### Cells by drive strength, run 1

Bar = 20 µm.
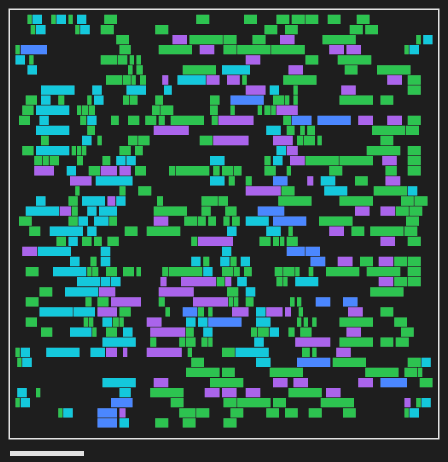
### M3 wires, run 1

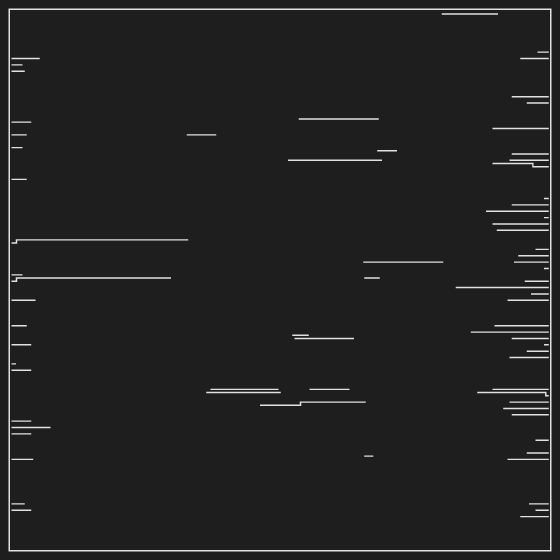
### Cell outlines without signal wires, run 1

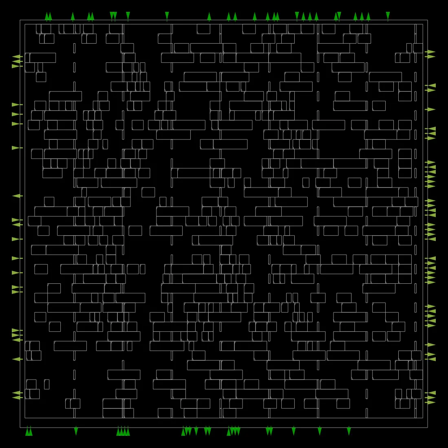
==> config.mk <==
export PLATFORM = sky130hd
export DESIGN_NAME = fetch_unit
export DESIGN_NICKNAME = d
export VERILOG_FILES = /design/src/rtl/fetch_unit.sv
export SDC_FILE = /design/constraint.sdc
export NUM_CORES = 1
export LEC_CHECK = 0
export CAP_MARGIN = 25
export CELL_PAD_IN_SITES_DETAIL_PLACEMENT = 0
export CELL_PAD_IN_SITES_GLOBAL_PLACEMENT = 2
export CORE_UTILIZATION = 25
export CTS_CLUSTER_SIZE = 40
export DETAILED_ROUTE_END_ITERATION = 12
export GPL_TIMING_DRIVEN = 0
export PLACE_DENSITY_LB_ADDON = 0.05
export SYNTH_ARGS = -nofsm -noshare
export SYNTH_HDL_FRONTEND = slang
export SYNTH_SLANG_ARGS = --single-unit
==> constraint.sdc <==
create_clock -name clk -period 1.8 [get_ports clk]
set_clock_uncertainty 0.05 [all_clocks]
set_input_delay 0.36 -clock clk [delete_from_list [all_inputs] [get_ports clk]]
set_output_delay 0.36 -clock clk [all_outputs]
set_load 0.01 [all_outputs]
==> metrics.yaml, run 1 <==
global_routing:
  grt.total_usage: 0.162
  globalRouteOverflowTotal: 0
  first_global_vias: 2975
yosys:
  synth_largest_type_area_fraction: 0.381
  synth_async_sr_flop_share: 1.00
  post_synth_inst_count: 326
  synth.largest_area_cell: "sky130_fd_sc_hd__dfrtp_1"
  top_cells_by_area: "sky130_fd_sc_hd__dfrtp_1 (38%), sky130_fd_sc_hd__mux2_2 (12%), sky130_fd_sc_hd__ha_1 (6.2%), sky130_fd_sc_hd__buf_4 (4.0%), sky130_fd_sc_hd__a21oi_1 (3.7%)"
  ys.flop_type: "sky130_fd_sc_hd__dfrtp_1"
  synthAdderAreaFrac: 0.0685
  synth.avg_cell_area_um2: 9.87
  area_of_the_mapped_netlist_um2: 3220
timing:
  layout_setup_ws_ns: -0.0958
  period_minus_slack_ns: 1.90
  tightestPinTransition_ns: 0.587
  setup-violations-final: 3
  min_period_over_period: 1.05
  fin_worst_hold_slack_ns: 0.355
  timing.max_slew.rel_slack: 0.609
placement:
  globalplace.congestion: 0.753
worst_setup_path:
  crit_arrival_ns: 2.02
  critical_path_peak_fanout: 2
status:
  result_of_the_run: "finished with violations"
  failed_checks: "setup timing"
layout:
  finalCoreUtilization: 0.427
  layout.filler_cells: 1278
  layout_top_cells_excl_fill_tap: "sky130_fd_sc_hd__clkdlybuf4s50_1 (68), sky130_fd_sc_hd__buf_4 (56), sky130_fd_sc_hd__dfrtp_1 (38)"
  antenna-diode-count: 0
run:
  timing.max_cap.violations: 0
floorplanning:
  io-pin-count: 108
clocking:
  numCtsBuffers: 5
  clk_latency_ns: 0.30
  h-tree-depth: 2
  cts_tree: "built"
  cts_buffer_depth: 2
detailed_routing:
  top_layer_used: "met4"
  wl_per_cell_um: 15.9
  drtAntennaViolNets: 0
-- 'Cells by drive strength' (at the start) --
color	size	cells	share
cyan	x3 and x4	95	20%
purple	x2	72	15%
blue	x6 and larger	19	4.0%
green	x1 and smaller	292	61%
total non-filler cell area in the finished layout: 5360 µm²
post-route setup slack: -0.0958 ns
Syn-to-layout area delta: 66.7%

-- 'M3 wires' (at the start) --
longest straight run	36.6 µm
wire length on this layer	583 µm
main direction	horizontal
share of all routed wire	5.6%
final wirelength: 10300 µm
total via count in the routed design: 3033
global-route track usage on met3: 0.0319

-- 'Cell outlines without signal wires' (at the start) --
fraction of area in registers: 0.231
core area: 12600 µm²
count of inserted tapcells: 172

-- run 1: cell type report --
class	count	area [µm²]	area share
flip-flops and latches	49	1240	0.231
clock buffers	8	136	0.0254
inverters	7	50.0	0.00933
repair buffers	130	1230	0.229
multi-input cells	252	2240	0.418
well taps	172	215	0.0401
plain buffers	32	253	0.0471
-- run 1: critical path, cell delays in order --
cell,delay [ns]
sky130_fd_sc_hd__buf_8,0.11
sky130_fd_sc_hd__inv_12,0.04
sky130_fd_sc_hd__ha_4,0.12
sky130_fd_sc_hd__inv_2,0.04
sky130_fd_sc_hd__fa_2,0.37
sky130_fd_sc_hd__a21oi_4,0.18
sky130_fd_sc_hd__o211a_4,0.18
sky130_fd_sc_hd__o21ai_2,0.07
sky130_fd_sc_hd__a311oi_2,0.24
sky130_fd_sc_hd__xor2_1,0.22
sky130_fd_sc_hd__a21oi_1,0.09
-- run 1: metal layers --
metal  track usage  up-vias
met5             0        -
met1         0.221     1456
met4        0.0502        0
li1              -     1487
met3        0.0319        8
met2         0.257       82
-- run 1: where the power goes --
group | switching [mW] | internal [mW] | leakage [nW]
clock | 0.409 | 0.518 | 0.0652
sequential | 0.229 | 1.35 | 0.569
combinational | 0.733 | 1.04 | 1.55
total | 1.37 | 2.90 | 2.18
-- run 1: per-stage QoR --
| step | cells | instance area (µm²) |
|---|---|---|
| 5_1_grt | 650 | 5360 |
| 3_3_place_gp | 602 | 4530 |
| 3_5_place_dp | 603 | 4540 |
| 2_1_floorplan | 342 | 3430 |
| 4_1_cts | 648 | 5250 |
| 6_report | 650 | 5360 |
-- run 1: what timing repair did --
action                                  in CTS  in global routing
setup buffers                               36                  3
pin swaps                                   39                 21
cloned                                       1                  0
gates resized                              105                 37
hold endpoints to repair                    19                  0
hold buffers                                 1                  0
endpoints found under the setup margin      51                 37
### Routed metal per tile, run 1

23 x 23 tiles, from dark blue (low) to red (high), scaled to the fullest tile. Values are wire area over tile area, all layers added.
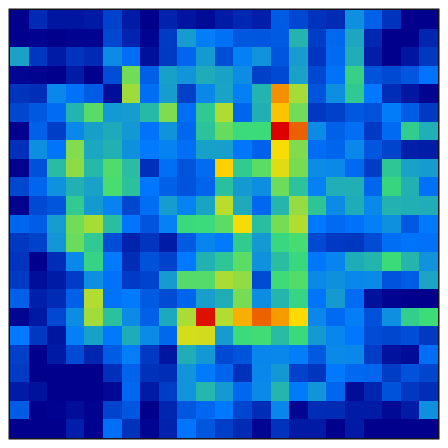

## Run 2: what changed since run 1
--- a/config.mk
+++ b/config.mk
@@ -8,11 +8,13 @@
 export CAP_MARGIN = 25
 export CELL_PAD_IN_SITES_DETAIL_PLACEMENT = 0
 export CELL_PAD_IN_SITES_GLOBAL_PLACEMENT = 2
+export CORE_MARGIN = 5
 export CORE_UTILIZATION = 25
 export CTS_CLUSTER_SIZE = 40
 export DETAILED_ROUTE_END_ITERATION = 12
 export GPL_TIMING_DRIVEN = 0
 export PLACE_DENSITY_LB_ADDON = 0.05
+export REMOVE_ABC_BUFFERS = 1
 export SYNTH_ARGS = -nofsm -noshare
 export SYNTH_HDL_FRONTEND = slang
 export SYNTH_SLANG_ARGS = --single-unit
### Routed metal per tile, run 2

25 x 25 tiles, from dark blue (low) to red (high), scaled to the fullest tile. Values are wire area over tile area, all layers added.
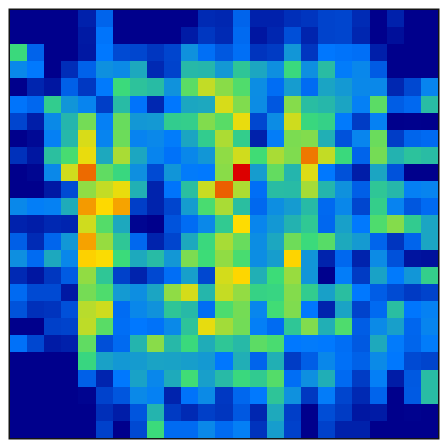
emptiest ninth of the die	bottom left
nearly empty tiles	13%
tiles over half the peak	16%
mean over tiles	0.11
densest ninth of the die	middle
fullest tile	0.39
final wirelength: 10900 µm
total routing usage reported by global routing: 0.131

### Clock distribution, run 2

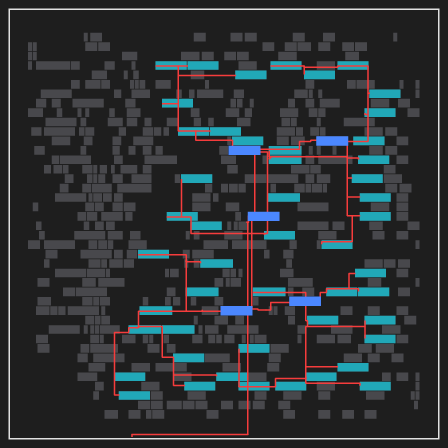
[blue] clock-net drivers | count: 5
[cyan] flip-flops | count: 49
[red] clock wires | length: 779 µm
routed clock nets	6
Insertion Delay late pin: 0.29 ns
Clk pwr share: 0.217
power in the clock group: 0.952 mW

### M3 wires, run 2

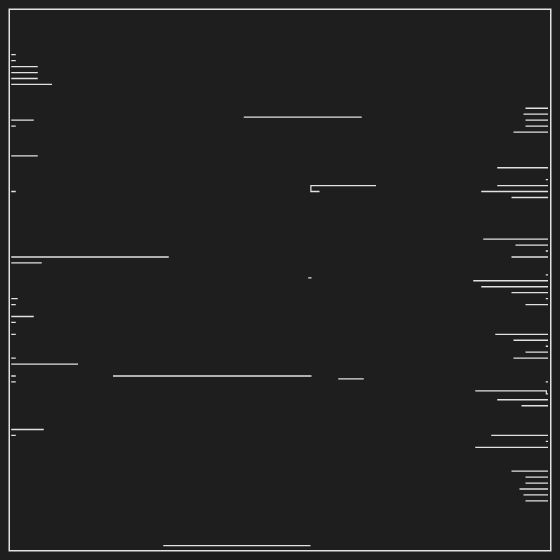
nets with wire on the layer	65
wire length on this layer	521 µm
main direction	horizontal
share of all routed wire	4.8%
longest straight run	45.1 µm
global-route track usage on met3: 0.0206
total via count in the routed design: 2942

==> run 2 against run 1 <==
Effect of this change:
- the run still ends with setup timing left
- critical path depth stayed put
- routed wire length is 5.8% higher
- power is 2.5% higher
- first-iteration DRC count is 43% lower
- design area is 2.1% higher
- area after synthesis stayed put
- clock power is 2.6% higher
- die size is 14% higher
- critical path type unchanged
- largest power group unchanged
==> metrics.yaml, run 2 <==
timing:
  layout_setup_ws_ns: -0.106
  setup-violations-final: 35
  min_period_over_period: 1.06
  fin_worst_hold_slack_ns: 0.365
  tightestPinTransition_ns: 0.518
layout:
  antenna-diode-count: 0
  layout.cell_area.non_filler_um2: 5470
  layout_top_cells_excl_fill_tap: "sky130_fd_sc_hd__clkdlybuf4s50_1 (67), sky130_fd_sc_hd__dfrtp_1 (40), sky130_fd_sc_hd__buf_4 (35)"
  finalNonFillerCells: 626
  finalCoreUtilization: 0.434
  area_growth_syn_to_layout_pct: 70.1
run:
  timing.max_cap.violations: 0
global_routing:
  globalRouteOverflowTotal: 0
power:
  switching_share: 0.318
  p_sw_mw: 1.39
clocking:
  numCtsBuffers: 5
yosys:
  post_synth_inst_count: 326
worst_setup_path:
  critical_path_peak_fanout: 2
  crit_arrival_ns: 2.01
status:
  failed_checks: "setup timing"
  result_of_the_run: "finished with violations"
floorplanning:
  io-pin-count: 108
  core_area_um2: 12600
placement:
  globalplace.congestion: 0.752
-- run 2: cell counts after synthesis --
Identical to the previous run, type by type.
-- run 2: routing by layer --
layer / global-route usage / share of wire
met1: 0.185 / 0.47
met2: 0.209 / 0.47
met3: 0.0206 / 0.048
met4: 0.0332 / 0.0056
met5: 0 / 0
-- run 2: kinds of logic (layout without fill, tap and decap cells) --
group	count (synthesis)	in the layout	synth area share
mux	36	36	0.125
xor+xnor	13	13	0.0354
compound gates	87	87	0.181
other cells	1	17	0.00117
buf+inv	41	153	0.0735
fa+ha+maj	17	17	0.0685
simple gates	82	82	0.134
flops	49	49	0.381
-- run 2: repair_timing --
action                                  in CTS  in global routing
endpoints found under the setup margin      51                 46
gates resized                              119                 78
setup buffers                               24                 15
pin swaps                                   37                 34
cloned                                       0                  7
hold endpoints to repair                    13                  0
hold buffers                                 1                  0
-- run 2: worst max-delay path, stage by stage --
cell,delay (ns)
sky130_fd_sc_hd__buf_6,0.10
sky130_fd_sc_hd__inv_4,0.04
sky130_fd_sc_hd__ha_4,0.13
sky130_fd_sc_hd__inv_2,0.03
sky130_fd_sc_hd__fa_2,0.38
sky130_fd_sc_hd__a21oi_4,0.15
sky130_fd_sc_hd__o211a_1,0.19
sky130_fd_sc_hd__o21ai_2,0.08
sky130_fd_sc_hd__a311oi_2,0.25
sky130_fd_sc_hd__xor2_1,0.22
sky130_fd_sc_hd__a21oi_1,0.08
-- run 2: area by class of cell --
| cell class | instances | area [µm²] |
|---|---|---|
| Fill cell | 1275 | 7150 |
| Multi-Input combinational cell | 252 | 2400 |
| Timing Repair Buffer | 139 | 1440 |
| Sequential cell | 49 | 1240 |
| Tap cell | 172 | 215 |
| Clock buffer | 7 | 143 |
| Inverter | 7 | 33.8 |
Power figures rest on the tool's default switching activity, not on a simulated workload.
